[src/rtl/poly_result_bcd.sv]
// poly_result_bcd: iterative binary-to-BCD converter (double dabble, one
// input bit per clock) with a start/busy/done handshake. Produces three
// packed BCD digits {hundreds, tens, ones} for the HEX2..HEX0 displays.
//
// Optional feature macro: POLY_BCD_SIGNED_EN
//   defined   - bin_in is two's complement; the magnitude is converted and
//               the sign is reported on neg alongside bcd_out.
//   undefined - bin_in is unsigned and neg is always 0.
module poly_result_bcd #(
    parameter int WIDTH = 8  // 1..9 so the result always fits in 3 digits
) (
    input  logic             clk,
    input  logic             resetn,
    input  logic             start,
    input  logic [WIDTH-1:0] bin_in,
    output logic             busy,
    output logic             done,
    output logic [11:0]      bcd_out,
    output logic             neg
);

    localparam int CW = $clog2(WIDTH + 1);

    typedef enum logic [1:0] {
        IDLE  = 2'd0,
        SHIFT = 2'd1,
        DONE  = 2'd2
    } state_t;

    state_t           state_q;
    logic [WIDTH-1:0] bin_q;     // binary bits still to be shifted in
    logic [WIDTH-1:0] bin_d;
    logic [11:0]      scr_q;     // BCD scratch digits being built
    logic [11:0]      scr_adj;
    logic [11:0]      scr_d;
    logic [CW-1:0]    cnt_q;     // shifts remaining
    logic [11:0]      bcd_q;
    logic             sign_q;    // sign captured at acceptance, pending
    logic             neg_q;

    logic [WIDTH-1:0] load_val;
    logic             load_sign;

`ifdef POLY_BCD_SIGNED_EN
    // Two's complement input: convert the magnitude. The most negative value
    // negates to itself, which read as unsigned is exactly its magnitude.
    assign load_sign = bin_in[WIDTH-1];
    assign load_val  = load_sign ? (-bin_in) : bin_in;
`else
    // Unsigned input: no sign ever reported.
    assign load_sign = 1'b0;
    assign load_val  = bin_in;
`endif

    // One double-dabble step: add 3 to every digit >= 5, then shift left by one.
    always_comb begin
        scr_adj = scr_q;
        for (int d = 0; d < 3; d++) begin
            if (scr_q[4*d +: 4] >= 4'd5)
                scr_adj[4*d +: 4] = scr_q[4*d +: 4] + 4'd3;
        end
        scr_d = {scr_adj[10:0], bin_q[WIDTH-1]};
        bin_d = bin_q << 1;
    end

    // Control FSM plus datapath registers; results commit only on the last shift.
    always_ff @(posedge clk or negedge resetn) begin
        if (!resetn) begin
            state_q <= IDLE;
            bin_q   <= '0;
            scr_q   <= '0;
            cnt_q   <= '0;
            bcd_q   <= '0;
            sign_q  <= 1'b0;
            neg_q   <= 1'b0;
        end else begin
            case (state_q)
                IDLE: begin
                    if (start) begin
                        bin_q   <= load_val;
                        sign_q  <= load_sign;
                        scr_q   <= '0;
                        cnt_q   <= CW'(WIDTH);
                        state_q <= SHIFT;
                    end
                end
                SHIFT: begin
                    scr_q <= scr_d;
                    bin_q <= bin_d;
                    cnt_q <= cnt_q - CW'(1);
                    if (cnt_q == CW'(1)) begin
                        bcd_q   <= scr_d;
                        neg_q   <= sign_q;
                        state_q <= DONE;
                    end
                end
                DONE:    state_q <= IDLE;
                default: state_q <= IDLE;
            endcase
        end
    end

    // Handshake outputs decode straight from the state register.
    assign busy    = (state_q != IDLE);
    assign done    = (state_q == DONE);
    assign bcd_out = bcd_q;
    assign neg     = neg_q;

endmodule

[config.mk]
export PLATFORM = sky130hd
export DESIGN_NAME = poly_result_bcd
export DESIGN_NICKNAME = d
export VERILOG_FILES = /design/src/rtl/poly_result_bcd.sv
export SDC_FILE = /design/constraint.sdc
export NUM_CORES = 1
export LEC_CHECK = 0
export ABC_AREA = 1
export CAP_MARGIN = 20
export CORE_MARGIN = 4
export CORE_UTILIZATION = 30
export CTS_BUF_LIST = sky130_fd_sc_hd__clkbuf_8
export DETAILED_ROUTE_END_ITERATION = 16
export GPL_ROUTABILITY_DRIVEN = 0
export PLACE_DENSITY = 0.48
export RECOVER_POWER = 25
export SLEW_MARGIN = 20
export SYNTH_ARGS = -nofsm -noshare
export SYNTH_HDL_FRONTEND = slang
export SYNTH_SLANG_ARGS = --single-unit
[constraint.sdc]
create_clock -name clk -period 3.1 [get_ports clk]
set_clock_uncertainty 0.05 [all_clocks]
set_input_delay 0.62 -clock clk [delete_from_list [all_inputs] [get_ports clk]]
set_output_delay 0.62 -clock clk [all_outputs]
set_load 0.05 [all_outputs]
==> ci_impl_report.md, run 1 <==
## Implementation flow summary

| Metric | Value |
|---|---|
| Status | complete, but fails checks |
| Failing checks | max-capacitance violations, max-slew violations |
| Global routing met3 resource utilization | 0.0322 |
| Rel. slew slack | -0.392 |
| Met1 usage | 0.163 |
| Slowest stage delay, CP | 0.82 ns |
| Most Crowded Layer GR | met2 |
| Worst-case clock buffer depth | 2 |
| Synth Instances | 229 |
| Clock slew at reported path FFs | 0.08 ns |
| R2R Path End | bcd_out[0] |
| Minimum clock period after layout | 2.41 ns |
| Arrival time at the worst endpoint | 1.74 ns |
| Metal3 WL | 199 um |
| Drt first-iter violations | 87 |
| WP depth | 2 |
| Post-Syn Area | 1890 um^2 |
| Ant diodes | 0 |
| Internal power | 0.00138 W |
| Wire length on met1 | 2.06 mm |
| Fin util | 0.376 |
| Resize count post-CTS | 0 |
| Pins Over Slew Limit | 39 |
| HP Start | bin_q[0] |
| Floorplan Utilization | 0.314 |
| Dominant logic cell type in the layout | nand2_1 |
| CP startpoint kind | flip-flop |
| Post-Synth XOR/XNOR Area | 0.00463 |
| Req. time, crit path | 2.43 ns |
| Comb pwr share | 0.500 |
| Max-Cap Viols | 1 |
| Setup TNS | 0 ns |
| Endpoints failing hold | 0 |
| Area Growth Syn to Fin | 19.7% |
| Yosys cell count | 229 |
| DRC Markers | 0 |
| 1st-pass router iterations | 4 |
| Crit end category | output pin |
| Row count | 28 |
| Simple Share, Synth | 0.300 |
run 1: cell type report:
| cell class | count | area, um^2 | area share |
|---|---|---|---|
| Clock inverter | 3 | 40.0 | 0.0177 |
| Inverter | 23 | 88.8 | 0.0392 |
| Tap cell | 75 | 93.8 | 0.0415 |
| Multi-Input combinational cell | 162 | 787 | 0.348 |
| Clock buffer | 5 | 68.8 | 0.0304 |
| Timing Repair Buffer | 24 | 234 | 0.103 |
| Sequential cell | 38 | 951 | 0.420 |
run 1: power by group through the flow:
stage | combinational (W) | clock [W] | sequential, W
final | 0.00128 | 0.000423 | 0.000856
after global placement | 0.00129 | 0 | 0.000864
after CTS | 0.00130 | 0.000443 | 0.000857
after detailed placement | 0.00130 | 0 | 0.000864
after floorplan | 0.000778 | 0 | 0.00108
after global routing | 0.00146 | 0.000462 | 0.000886
**Run 1: clock wires, drivers and flops**

Bar = 20 um.
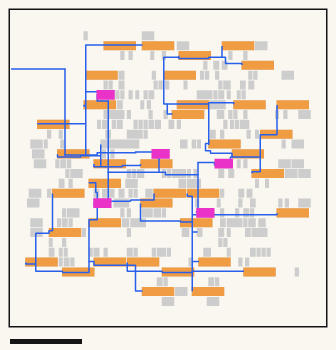
- clock-net drivers: magenta (count 5)
- flip-flops: orange (count 38)
- clock wires: blue (length 604 um)
- routed clock nets: 6
- flops lie: spread over the die

**Run 1: clock routing**

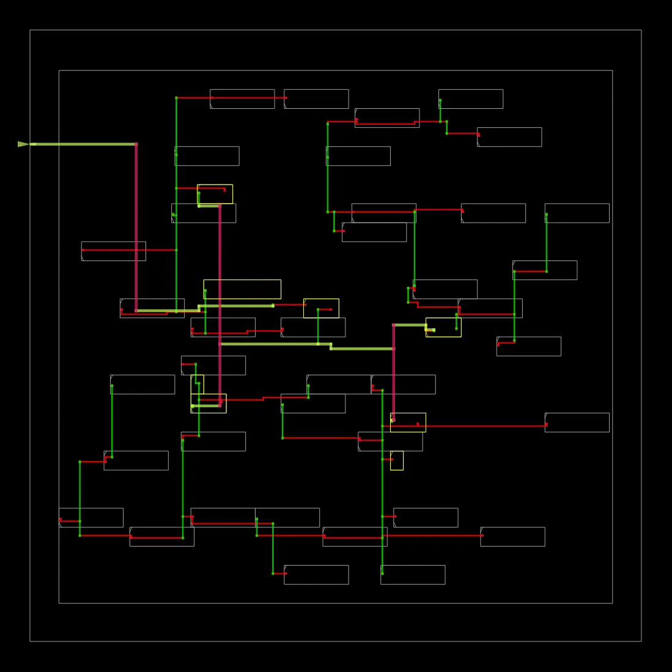
CTS Buf Count: 5
Clock Power: 0.000423 W
# clk buffers: 5
later-pin clock latency in the skew report: 0.29 ns
Flops: 38

**Run 1: close-up of the layout**

Window x 51 to 81, y 7 to 37 um. Cells in gray, sequential cells in the stronger gray; small squares are vias.
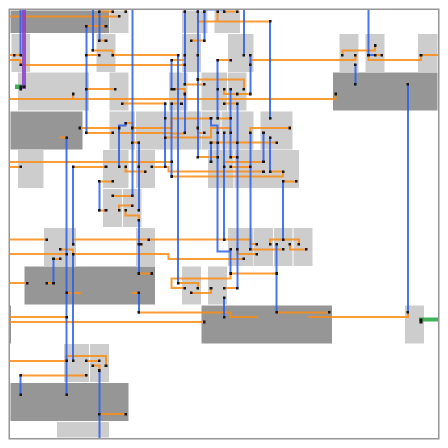
- M4: purple
- M3: green
- M1: orange
- M2: blue
- sequential cells in the window: 6
- most frequent: nand2_1 (14), nand3_1 (6), dfrtp_1 (6)
- cells with their middle in the window: 43
- netlist names of flops here include: scr_q (4), bcd_out (2)

**Run 1: cell sizes after repair**

Bar = 20 um.
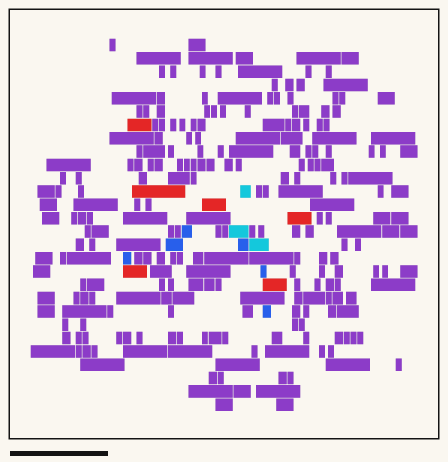

## Run 2: what changed since run 1
--- a/config.mk
+++ b/config.mk
@@ -12,7 +12,7 @@
 export CTS_BUF_LIST = sky130_fd_sc_hd__clkbuf_8
 export DETAILED_ROUTE_END_ITERATION = 16
 export GPL_ROUTABILITY_DRIVEN = 0
-export PLACE_DENSITY = 0.48
+export PLACE_DENSITY = 0.5
 export RECOVER_POWER = 25
 export SLEW_MARGIN = 20
 export SYNTH_ARGS = -nofsm -noshare
==> constraint.sdc (replaced) <==
create_clock -name clk -period 2.15 [get_ports clk]
set_clock_uncertainty 0.05 [all_clocks]
set_input_delay 0.43 -clock clk [delete_from_list [all_inputs] [get_ports clk]]
set_output_delay 0.43 -clock clk [all_outputs]
set_load 0.05 [all_outputs]
**Run 2: cell sizes after repair**

Bar = 20 um.
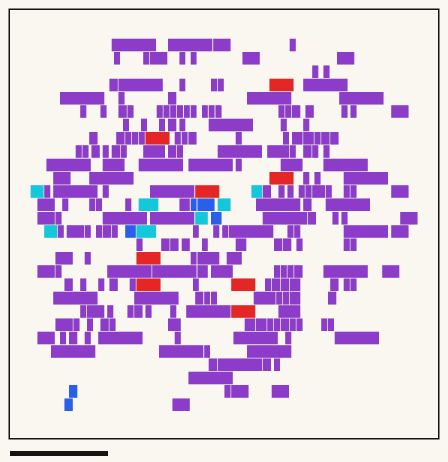
- x2: blue (cells 6; most used nor2_2)
- x6 and larger: red (cells 8; most used clkbuf_8)
- x1 and smaller: purple (cells 237; most used nand2_1)
- x3 and x4: cyan (cells 7; most used buf_4)

==> run 2 against run 1 <==
  * The flow now finishes without violations
  * Worst hold slack got worse by 0.10 ns
  * First-iteration DRC count is 37% lower
  * Global-route usage increased by 0.096 points
  * Sequential power is 45% higher
  * Sequential cell count did not move
  * Critical endpoint is now bcd_out[6]
  * Largest power group unchanged
==> ci_impl_report.md, run 2 <==
## Implementation flow summary

| Metric | Value |
|---|---|
| Status | finished clean |
| Clock slew at reported path FFs | 0.08 ns |
| Floorplan Utilization | 0.314 |
| Crit end category | output pin |
| Met1 usage | 0.165 |
| Post-Synth XOR/XNOR Area | 0.00463 |
| Fin util | 0.379 |
| Slowest stage delay, CP | 0.81 ns |
| Yosys cell count | 229 |
| Pins Over Slew Limit | 0 |
| Metal3 WL | 196 um |
| Req. time, crit path | 1.67 ns |
| Ant diodes | 0 |
| Resize count post-CTS | 0 |
| Row count | 28 |
| Arrival time at the worst endpoint | 1.46 ns |
| CP startpoint kind | flip-flop |
| Wire length on met1 | 2.01 mm |
| R2R Path End | bcd_out[4] |
| Dominant logic cell type in the layout | nand2_1 |
| Max-Cap Viols | 0 |
| Simple Share, Synth | 0.300 |
| Internal power | 0.00199 W |
| Later-pin clock latency in the skew report | 0.29 ns |
| Endpoints failing hold | 0 |
| Comb pwr share | 0.507 |
| CTS Buf Count | 5 |
| Post-Syn Area | 1890 um^2 |
| Area Growth Syn to Fin | 20.6% |
**Run 2: clock wires, drivers and flops**

Bar = 20 um.
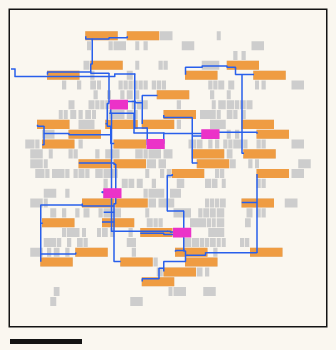
- clock-net drivers: magenta (count 5)
- flip-flops: orange (count 38)
- clock wires: blue (length 552 um)
- routed clock nets: 6
- flops lie: spread over the die

run 2: cell counts after synthesis:
Identical to the previous run, type by type.
run 2: layout make-up:
cell class                      count  area, um^2  share of cell area
Clock buffer                        8         110              0.0483
Inverter                           23        88.8              0.0389
Multi-Input combinational cell    162         787               0.345
Sequential cell                    38         951               0.417
Tap cell                           75        93.8              0.0411
Timing Repair Buffer               27         250               0.110
run 2: power groups by stage:
stage / registers [W] / logic [W] / clock network (W)
2_1_floorplan: 0.00155 / 0.00112 / 0
3_3_place_gp: 0.00125 / 0.00188 / 0
3_5_place_dp: 0.00125 / 0.00189 / 0
4_1_cts: 0.00124 / 0.00190 / 0.000604
5_1_grt: 0.00129 / 0.00213 / 0.000626
6_report: 0.00124 / 0.00187 / 0.000577
**Run 2: clock routing**

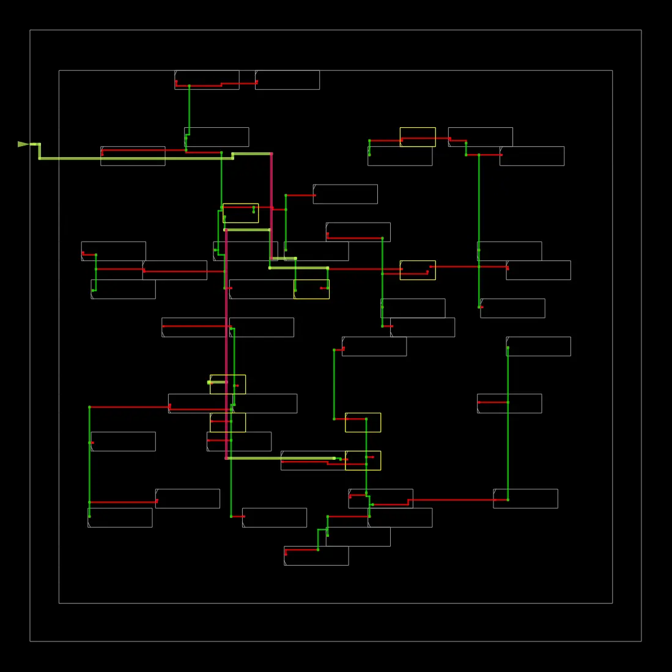

## Run 3: what changed since run 2
--- a/config.mk
+++ b/config.mk
@@ -12,7 +12,7 @@
 export CTS_BUF_LIST = sky130_fd_sc_hd__clkbuf_8
 export DETAILED_ROUTE_END_ITERATION = 16
 export GPL_ROUTABILITY_DRIVEN = 0
-export PLACE_DENSITY = 0.5
+export PLACE_DENSITY = 0.53
 export RECOVER_POWER = 25
 export SLEW_MARGIN = 20
 export SYNTH_ARGS = -nofsm -noshare
**Run 3: clock routing**

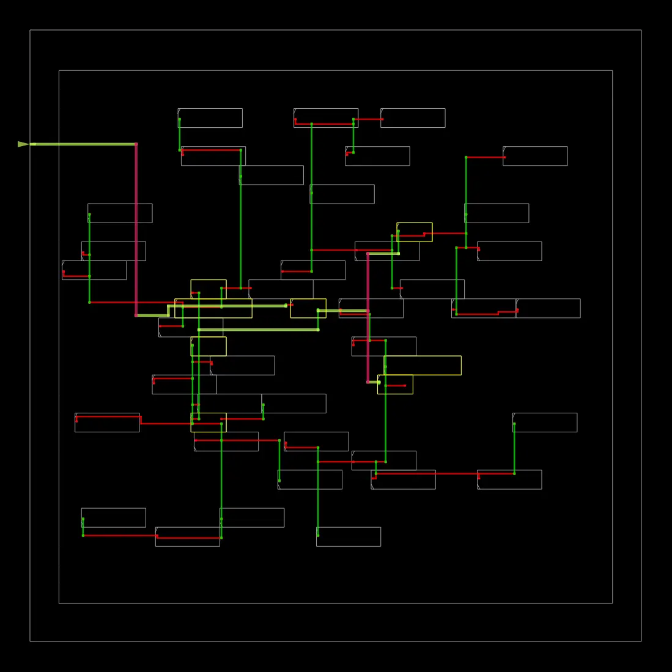
# clk buffers: 6
clock sink count: 38

**Run 3: clock wires, drivers and flops**

Bar = 20 um.
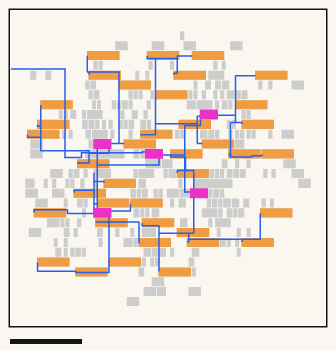
- clock-net drivers: magenta (count 5)
- flip-flops: orange (count 38)
- clock wires: blue (length 540 um)
- routed clock nets: 6

==> run 3 against run 2 <==
  * Die area unchanged
  * Core utilization increased by 0.54 points
  * Register-to-register slack about the same
  * Combinational power about the same
  * Total power increased by 4.9%
  * Synthesized cell count unchanged
  * First-iteration DRC count decreased by 16%
  * Critical path type unchanged
  * Fmax increased by 0.88%
  * Design area increased by 1.4%
  * Sequential cell count unchanged
  * Non-clock buffer count unchanged
  * Final cell count unchanged
==> ci_impl_report.md, run 3 <==
## Implementation flow summary

| Metric | Value |
|---|---|
| NonClk Buf Share | 0.108 |
| Floorplan Utilization | 0.314 |
| Well-tap cell count | 75 |
| Clock network area share | 0.0617 |
| Comb area | 787 um^2 |
| Dominant logic cell type in the layout | nand2_1 |
| Number of logic inverters in the finished layout | 23 |
| CP startpoint kind | flip-flop |
| Yosys cell count | 229 |
| Setup TNS | 0 ns |
| Internal power | 0.00216 W |
| CTS Buf Count | 5 |
| P_seq | 0.00124 W |
| Status | finished clean |
| Metal3 WL | 191 um |
| Most Crowded Layer GR | met2 |
| WP depth | 1 |
| DRC Markers | 0 |
| Global routing met3 resource utilization | 0.0303 |
| Flops | 38 |
| Row count | 28 |
| Req. time, crit path | 1.67 ns |
| Resize count post-CTS | 0 |
| Area Growth Syn to Fin | 22.4% |
| Endpoints failing hold | 0 |
| Drt first-iter violations | 46 |
| Rel. slew slack | 0.345 |
| Leading cell kind | flip-flops and latches |
| Minimum clock period after layout | 1.92 ns |
| Comb pwr share | 0.486 |
| Later-pin clock latency in the skew report | 0.29 ns |
| Post-Syn Area | 1890 um^2 |
| Fin util | 0.384 |
| Comb power | 0.00188 W |
| Sequential share of cell area | 0.411 |
| 1st-pass router iterations | 4 |
| Top Consumer | combinational cells |
## run 3: cell counts after synthesis
Identical to the previous run, type by type.
## run 3: cell families (layout without fill, tap and decap cells)
| kind of cell | Yosys count | count (layout) | synth area share |
|---|---|---|---|
| compound gates | 19 | 19 | 0.0563 |
| xor+xnor | 1 | 1 | 0.00463 |
| fa+ha+maj | 8 | 8 | 0.0529 |
| buf+inv | 29 | 58 | 0.0807 |
| flops | 38 | 38 | 0.503 |
| other cells | 1 | 1 | 0.00198 |
| simple gates | 133 | 133 | 0.300 |
## run 3: path summary, 6_finish.rpt
kind | endpoint | slack (ns)
max | bcd_out[1] | 0.23
min | bcd_out[9] | 0.33
max reg2reg | bcd_out[4] | 0.49
min reg2reg | bcd_out[5] | 0.43
max in group asynchronous | bin_q[1] | 1.12
min in group clk | bcd_out[5] | 0.43
Power is estimated from default activity; no workload was simulated.
